`src/rtl/t_ff_burst_ctrl.sv`:
```
// Toggle flip-flop burst sequencer: issues COUNT single-cycle T pulses spaced PERIOD cycles apart.
// Optional abort input is compiled in when TFC_ABORT_EN is defined.
module t_ff_burst_ctrl #(
    parameter int PW = 8,
    parameter int CW = 8
) (
    input  logic          clk,
    input  logic          reset,
    input  logic          start,
    input  logic [PW-1:0] period,
    input  logic [CW-1:0] count,
`ifdef TFC_ABORT_EN
    input  logic          abort,
`endif
    output logic          t,
    output logic          q,
    output logic          busy,
    output logic          done
);

    typedef enum logic [1:0] {
        S_IDLE = 2'd0,
        S_RUN  = 2'd1,
        S_DONE = 2'd2
    } state_t;

    state_t        r_state;
    state_t        w_state_nxt;
    logic          r_t;
    logic          w_t_nxt;
    logic          r_q;
    logic [PW-1:0] r_per_m1;
    logic [PW-1:0] w_per_m1_nxt;
    logic [PW-1:0] r_wait;
    logic [PW-1:0] w_wait_nxt;
    logic [CW-1:0] r_left;
    logic [CW-1:0] w_left_nxt;
    logic          w_abort;

`ifdef TFC_ABORT_EN
    assign w_abort = abort;
`else
    assign w_abort = 1'b0;
`endif

    always_ff @(posedge clk or posedge reset) begin
        if (reset) begin
            r_state  <= S_IDLE;
            r_t      <= 1'b0;
            r_q      <= 1'b0;
            r_per_m1 <= '0;
            r_wait   <= '0;
            r_left   <= '0;
        end else begin
            r_state  <= w_state_nxt;
            r_t      <= w_t_nxt;
            r_q      <= r_q ^ r_t;
            r_per_m1 <= w_per_m1_nxt;
            r_wait   <= w_wait_nxt;
            r_left   <= w_left_nxt;
        end
    end

    // r_left = pulses still to issue after the one in flight; r_wait = cycles until the next one.
    always_comb begin
        w_state_nxt  = r_state;
        w_t_nxt      = 1'b0;
        w_per_m1_nxt = r_per_m1;
        w_wait_nxt   = r_wait;
        w_left_nxt   = r_left;
        case (r_state)
            S_IDLE: begin
                if (start) begin
                    w_per_m1_nxt = (period == '0) ? '0 : period - 1'b1;
                    if (count == '0) begin
                        w_state_nxt = S_DONE;
                    end else begin
                        w_state_nxt = S_RUN;
                        w_t_nxt     = 1'b1;
                        w_left_nxt  = count - 1'b1;
                        w_wait_nxt  = w_per_m1_nxt;
                    end
                end
            end
            S_RUN: begin
                if (w_abort || (r_left == '0)) begin
                    w_state_nxt = S_DONE;
                end else if (r_wait == '0) begin
                    w_t_nxt    = 1'b1;
                    w_left_nxt = r_left - 1'b1;
                    w_wait_nxt = r_per_m1;
                end else begin
                    w_wait_nxt = r_wait - 1'b1;
                end
            end
            S_DONE: begin
                w_state_nxt = S_IDLE;
            end
            default: begin
                w_state_nxt = S_IDLE;
            end
        endcase
    end

    assign t    = r_t;
    assign q    = r_q;
    assign busy = (r_state == S_RUN);
    assign done = (r_state == S_DONE);

endmodule

```
`config.mk`:
```
export PLATFORM = sky130hd
export DESIGN_NAME = t_ff_burst_ctrl
export DESIGN_NICKNAME = d
export VERILOG_FILES = /design/src/rtl/t_ff_burst_ctrl.sv
export SDC_FILE = /design/constraint.sdc
export NUM_CORES = 1
export LEC_CHECK = 0
export CAP_MARGIN = 20
export CORE_AREA = 3 3 47 91
export CTS_CLUSTER_DIAMETER = 40
export DETAILED_ROUTE_END_ITERATION = 16
export DIE_AREA = 0 0 50 94
export GPL_ROUTABILITY_DRIVEN = 0
export PLACE_DENSITY = 0.79
export SETUP_SLACK_MARGIN = 0.2
export SLEW_MARGIN = 30
export SYNTH_ARGS = -nofsm -noshare
export SYNTH_HDL_FRONTEND = slang
export SYNTH_SLANG_ARGS = --single-unit
export TNS_END_PERCENT = 20
```
`constraint.sdc`:
```
create_clock -name clk -period 2.57 [get_ports clk]
set_input_delay 0.6425 -clock clk [delete_from_list [all_inputs] [get_ports clk]]
set_output_delay 0.6425 -clock clk [all_outputs]
set_load 0.02 [all_outputs]
```
run_1/logic_types.png
Scale: 6 px per um.
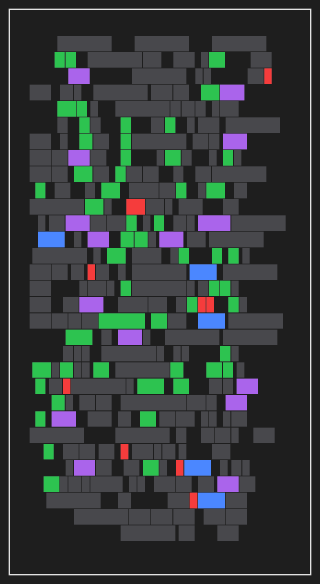
family	color	cells
inverting AOI/OAI gates	green	53
adder and majority cells	blue	5
multiplexers	purple	15
inverters	red	9

run_1/io_fan.png
Scale: 6 px per um.
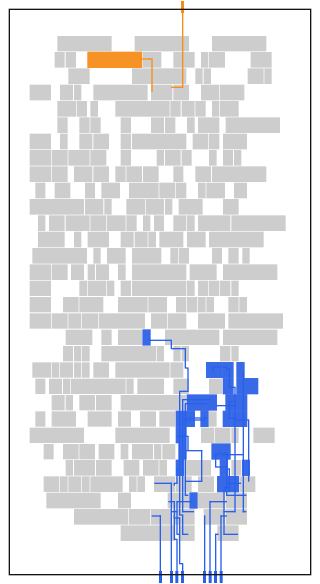
port	color	direction	edge	end cells	wire
`period`	blue	input	south	21	327 um
`t`	orange	output	north	1	22.1 um

run_1/layer_met2.png
Scale: 4 px per um.
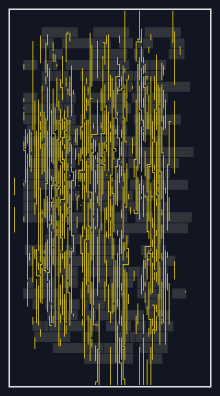
share of all routed wire	57%
main direction	vertical

==> run summary, run 1 <==
net total in the final layout = 296
Initial Utilization = 53.8%
length of routed wiring on met1 = 1850 um
min cycle time layout = 2.34 ns
hold-fix buffer count after cts = 0
number of clock buffer instances in the layout = 3
die width = 50 um
post-place setup slack = -0.0545 ns
worst-path cell with the longest stage delay = sky130_fd_sc_hd__clkdlybuf4s50_1
fraction of standard cell area that is sequential = 28.5%
share of async-settable or async-resettable flops after synthesis = 100%
non-clock buffer area fraction after layout = 16.0%
non-filler cells in the finished layout = 320
Synth area leaders = sky130_fd_sc_hd__dfrtp_1, sky130_fd_sc_hd__nor2_1, sky130_fd_sc_hd__nand2_1, sky130_fd_sc_hd__a21oi_1, sky130_fd_sc_hd__mux2_2
Crit Path Category = reg2out
Final Hold Violating Endpoints = 0
largest clock skew in the final design = 0.0135 ns
main kind of combinational logic by area = simple AND/OR/NAND/NOR gates
net count entering floorplan = 255
total gr overflow = 0
placed insts = 316
register area share after synthesis = 35.4%
fraction of the cycle the final worst path needs = 91.1%
placed inst area = 2380 um2
Area Growth Syn to Fin = 23.9%
power consumed by the clock network = 0.000353 W
kind of path behind the tightest hold check = reg2reg
total combinational power = 0.000656 W
fraction of layout instances using a drive strength above 1 = 17.7%
highest-utilization routing layer at the global route stage = met2
Gates resized, CTS repair = 1
maximum clock path buffer count = 2
Dominant flop cell = sky130_fd_sc_hd__dfrtp_1
aoi/oai-family share of the synthesized area = 21.5%
multi-input gate share of total cell area = 48.5%
most frequent cells in the layout = sky130_fd_sc_hd__nor2_1, sky130_fd_sc_hd__dfrtp_1, sky130_fd_sc_hd__nand2_1, sky130_fd_sc_hd__buf_4, sky130_fd_sc_hd__clkdlybuf4s50_1
CTS root buf = sky130_fd_sc_hd__clkbuf_8
vias in the first global route = 1903
number of inserted filler cells in the final layout = 322
cell accounting for the most synthesized area = sky130_fd_sc_hd__dfrtp_1
worst reg2reg path startpoint = r_wait[0]$_DFFE_PP0P_
EDFF count, synth = 0
element type at the critical path start = flip-flop
number of cells on the worst hold path = 1
largest cell class by area = logic gates
remaining max-slew budget at the tightest pin = 64.9%
die span in y = 94 um
Cell Pwr Density = 679 nW/um2
remaining routing DRC violations = 0
routing usage on met1 = 24.5%
ClkCell Share = 2.91%
number of antenna-violating nets in the routed design = 0
number of OpenROAD warnings = 29
Worst Tran Pin Value = 0.521 ns
overall fraction of global-route tracks in use = 25.1%
PortBufs = 22
most frequent cells after synthesis = sky130_fd_sc_hd__dfrtp_1, sky130_fd_sc_hd__nor2_1, sky130_fd_sc_hd__nand2_1, sky130_fd_sc_hd__a21oi_1, sky130_fd_sc_hd__nor3_1
core region area = 3680 um2
critical path peak fanout = 8
ordered cell list for the critical path = nand2b_1 -> inv_2 -> clkdlybuf4s50_1
Logic pwr share = 39.4%
1st-pass router iterations = 4
Well-Tap Cells = 49
DP HPWL = 4330 um
Seq. pwr = 0.000657 W
internal power consumption = 0.00107 W
flop2flop setup slack = 0.28 ns
I/O pin cnt = 23
number of antenna violations at the first check in global routing = 0
post-CTS setup-driven buffer insertion count = 0
clock tree from TritonCTS = built
group with the largest share of power = registers
routed len/inst = 17.1 um
synthesized chip area reported by yosys = 1980 um2
adder and majority gate portion of the synthesized area = 3.16%
chip area = 4700 um2
maximum number of pins on one net before global-route repair = 29
setup TNS after final layout = 0 ns
number of endpoints failing setup at the final stage = 0
count of clock tree sinks = 28
xor/xnor cell area share of the yosys netlist = 2.21%
maximum single-stage delay on the critical path = 0.63 ns
non-clock buffer instance count of the final layout = 45
syn_area_per_cell = 8.57 um2
DRT iter0 DRCs = 63
met3 wire length = 151 um
floorplan row count = 31
via/cell ratio = 6.10
Worst Hold Slack = 0.470 ns
highest metal layer used by the detailed router = met4
number of cells on the critical path = 3
run status = finished, final reports clean
Detailed Route WL = 5470 um
==> inputs of run 2 (changes only) <==
- SLEW_MARGIN: 30 -> not set
run_2/layer_met2.png
Scale: 4 px per um.
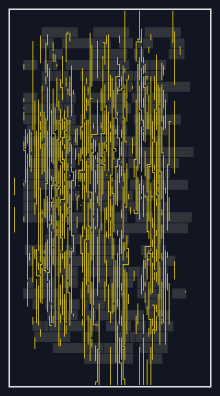
Detailed Route WL: 5470 um
total via count in the routed design: 1951
met2 demand-to-capacity share in global routing: 46.9%

run_2/io_fan.png
Scale: 6 px per um.
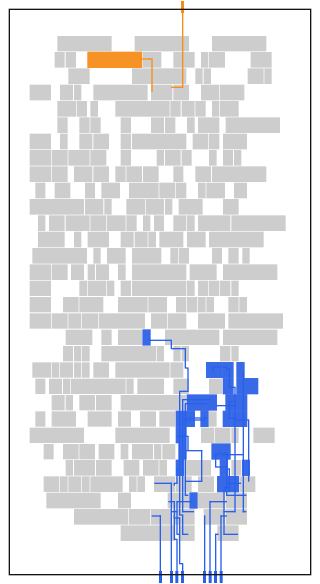
port	color	direction	edge	end cells	wire
`t`	orange	output	north	1	22.1 um
`period`	blue	input	south	21	327 um

==> run summary, run 2 <==
number of ordinary inverters in the final layout = 9 (unchanged)
top area contributor share = 35.4% (unchanged)
chip area = 4700 um2 (unchanged)
fin. max-slew vios = 0 (unchanged)
non-clock buffer area fraction after layout = 16.0% (unchanged)
H-tree lvl count = 1 (unchanged)
number of OpenROAD warnings = 29 (unchanged)
power consumed by the clock network = 0.000353 W (about the same)
number of antenna violations at the first check in global routing = 0 (unchanged)
Met2 Wirelength = 3110 um (unchanged)
hold-fix buffer count after cts = 0 (unchanged)
min cycle time layout = 2.34 ns (unchanged)
count of state elements after synthesis = 28 (unchanged)
CP Data Required Time = 1.93 ns (about the same)
part of the power in registers = 39.4% (about the same)
most frequent cells after synthesis = sky130_fd_sc_hd__dfrtp_1, sky130_fd_sc_hd__nor2_1, sky130_fd_sc_hd__nand2_1, sky130_fd_sc_hd__a21oi_1, sky130_fd_sc_hd__nor3_1 (unchanged)
final core utilization = 66.6% (unchanged)
capturing element type of the critical path = output port (unchanged)
highest metal layer used by the detailed router = met4 (unchanged)
EDFF count, synth = 0 (unchanged)
remaining max-slew budget at the tightest pin = 64.9% (unchanged)
syn_area_per_cell = 8.57 um2 (unchanged)
synthesized chip area reported by yosys = 1980 um2 (unchanged)
number of cells on the critical path = 3 (unchanged)
number of antenna-violating nets in the routed design = 0 (unchanged)
multi-input gate share of total cell area = 48.5% (unchanged)
non-filler cells in the finished layout = 320 (unchanged)
ClkCell Share = 2.91% (unchanged)
routed len/inst = 17.1 um (unchanged)
maximum number of pins on one net before global-route repair = 29 (unchanged)
number of cells on the worst hold path = 1 (unchanged)
vias in the first global route = 1903 (unchanged)
net count entering floorplan = 255 (unchanged)
Dominant flop cell = sky130_fd_sc_hd__dfrtp_1 (unchanged)
Worst-path clk slew = 0.11 ns (about the same)
number of clock buffer instances in the layout = 3 (unchanged)
number of inserted filler cells in the final layout = 322 (unchanged)
overall fraction of global-route tracks in use = 25.1% (unchanged)
die span in y = 94 um (unchanged)
number of library cell types mapped by synthesis = 54 (unchanged)
Net Switching = 0.000596 W (unchanged)
Worst Hold Slack = 0.470 ns (unchanged)
Final Cell Area = 2450 um2 (unchanged)
Synth warnings = 0 (unchanged)
latest clock arrival within the worst-skew pair = 0.28 ns (about the same)
leading registers by flop count = r_left (8), r_per_m1 (8), r_wait (8) (unchanged)
MaxCap Viol Count = 0 (unchanged)
count of clock tree sinks = 28 (unchanged)
1st-pass router iterations = 4 (unchanged)
LEAKAGE = 1.01 nW (unchanged)
largest cell class by area = logic gates (unchanged)
register area share after synthesis = 35.4% (unchanged)
r2r endpoint = r_wait[4]$_DFFE_PP0P_ (unchanged)
number of buffers created by CTS = 3 (unchanged)
highest-utilization routing layer at the global route stage = met2 (unchanged)
global routing met3 resource utilization = 2.38% (unchanged)
Well-Tap Cells = 49 (unchanged)
routing usage on met1 = 24.5% (unchanged)
core region area = 3680 um2 (unchanged)
Seq. pwr = 0.000657 W (about the same)
aoi/oai-family share of the synthesized area = 21.5% (unchanged)
worst-path cell with the longest stage delay = sky130_fd_sc_hd__clkdlybuf4s50_1 (unchanged)
adder and majority gate portion of the synthesized area = 3.16% (unchanged)
Final Hold Violating Endpoints = 0 (unchanged)
critical path peak fanout = 8 (unchanged)
worst-case vdd ir drop = 535 uV (unchanged)
met3 wire length = 151 um (unchanged)
PnR Total Power = 0.00167 W (unchanged)
Logic pwr share = 39.4% (about the same)
Worst Tran Pin Value = 0.521 ns (unchanged)
maximum single-stage delay on the critical path = 0.63 ns (about the same)
share of async-settable or async-resettable flops after synthesis = 100% (unchanged)
non-clock buffer instance count of the final layout = 45 (unchanged)
Synth area leaders = sky130_fd_sc_hd__dfrtp_1, sky130_fd_sc_hd__nor2_1, sky130_fd_sc_hd__nand2_1, sky130_fd_sc_hd__a21oi_1, sky130_fd_sc_hd__mux2_2 (unchanged)
Top delay family on crit path = buffers and inverters (unchanged)
maximum clock path buffer count = 2 (unchanged)
floorplan row count = 31 (unchanged)
Post-Syn Instances = 231 (unchanged)
cell count listed in synth_stat.txt = 231 (unchanged)
post-place setup slack = -0.0545 ns (unchanged)
combined area of all synthesized cells = 1980 um2 (unchanged)
clock group share of total power = 21.2% (about the same)
critical path launch point = r_state[1]$_DFFE_PP0P_ (unchanged)
registers = 28 (unchanged)
most frequent cells in the layout = sky130_fd_sc_hd__nor2_1, sky130_fd_sc_hd__dfrtp_1, sky130_fd_sc_hd__nand2_1, sky130_fd_sc_hd__buf_4, sky130_fd_sc_hd__clkdlybuf4s50_1 (unchanged)
worst reg2reg path startpoint = r_wait[0]$_DFFE_PP0P_ (unchanged)
ordered cell list for the critical path = nand2b_1 -> inv_2 -> clkdlybuf4s50_1 (unchanged)
cell accounting for the most synthesized area = sky130_fd_sc_hd__dfrtp_1 (unchanged)
PortBufs = 22 (unchanged)
setup TNS after final layout = 0 ns (unchanged)
wire length of the first global-routing pass = 8940 um (unchanged)
placed inst area = 2380 um2 (unchanged)
switching power share of the total = 35.8% (unchanged)
RSZ-0062 raised after global routing = yes (unchanged)
internal power consumption = 0.00107 W (unchanged)
simple-gate share of the synthesized area = 24.6% (unchanged)
xor/xnor cell area share of the yosys netlist = 2.21% (unchanged)
Gates resized, CTS repair = 1 (unchanged)
die width = 50 um (unchanged)
peak clock frequency supported by timing = 0.427 GHz (unchanged)
Combinational Gates = 185 (unchanged)
endpoint of the worst hold-timing path = q$_DFF_PP0_ (unchanged)
CTS root buf = sky130_fd_sc_hd__clkbuf_8 (unchanged)
remaining routing DRC violations = 0 (unchanged)
capture point of the critical path = busy (unchanged)
placed insts = 316 (unchanged)
run status = finished, final reports clean (unchanged)
Inserted Diodes = 0 (unchanged)
group with the largest share of power = registers (unchanged)
DRT iter0 DRCs = 63 (unchanged)
I/O pin cnt = 23 (unchanged)
flop2flop setup slack = 0.28 ns (about the same)
fraction of layout instances using a drive strength above 1 = 17.7% (unchanged)
Initial Utilization = 53.8% (unchanged)
crit path DAT = 1.70 ns (about the same)
largest clock skew in the final design = 0.0135 ns (unchanged)
area fraction in mux cells = 8.28% (unchanged)
Crit Path Category = reg2out (unchanged)
startpoint of the worst hold path = q$_DFF_PP0_ (unchanged)
via/cell ratio = 6.10 (unchanged)
Final WS setup = 0.228 ns (unchanged)
element type at the critical path start = flip-flop (unchanged)
register area = 701 um2 (unchanged)
total gr overflow = 0 (unchanged)
fraction of the cycle the final worst path needs = 91.1% (unchanged)
main kind of combinational logic by area = simple AND/OR/NAND/NOR gates (unchanged)
fraction of standard cell area that is sequential = 28.5% (unchanged)
total combinational power = 0.000656 W (about the same)
length of routed wiring on met1 = 1850 um (unchanged)
r2r worst-path depth = 7 (unchanged)
Area Growth Syn to Fin = 23.9% (unchanged)
number of endpoints failing setup at the final stage = 0 (unchanged)
DP HPWL = 4330 um (unchanged)
post-CTS setup-driven buffer insertion count = 0 (unchanged)
Cell Pwr Density = 679 nW/um2 (unchanged)
kind of path behind the tightest hold check = reg2reg (unchanged)
net total in the final layout = 296 (unchanged)
clock tree from TritonCTS = built (unchanged)
Power figures rest on the tool's default switching activity, not on a simulated workload.
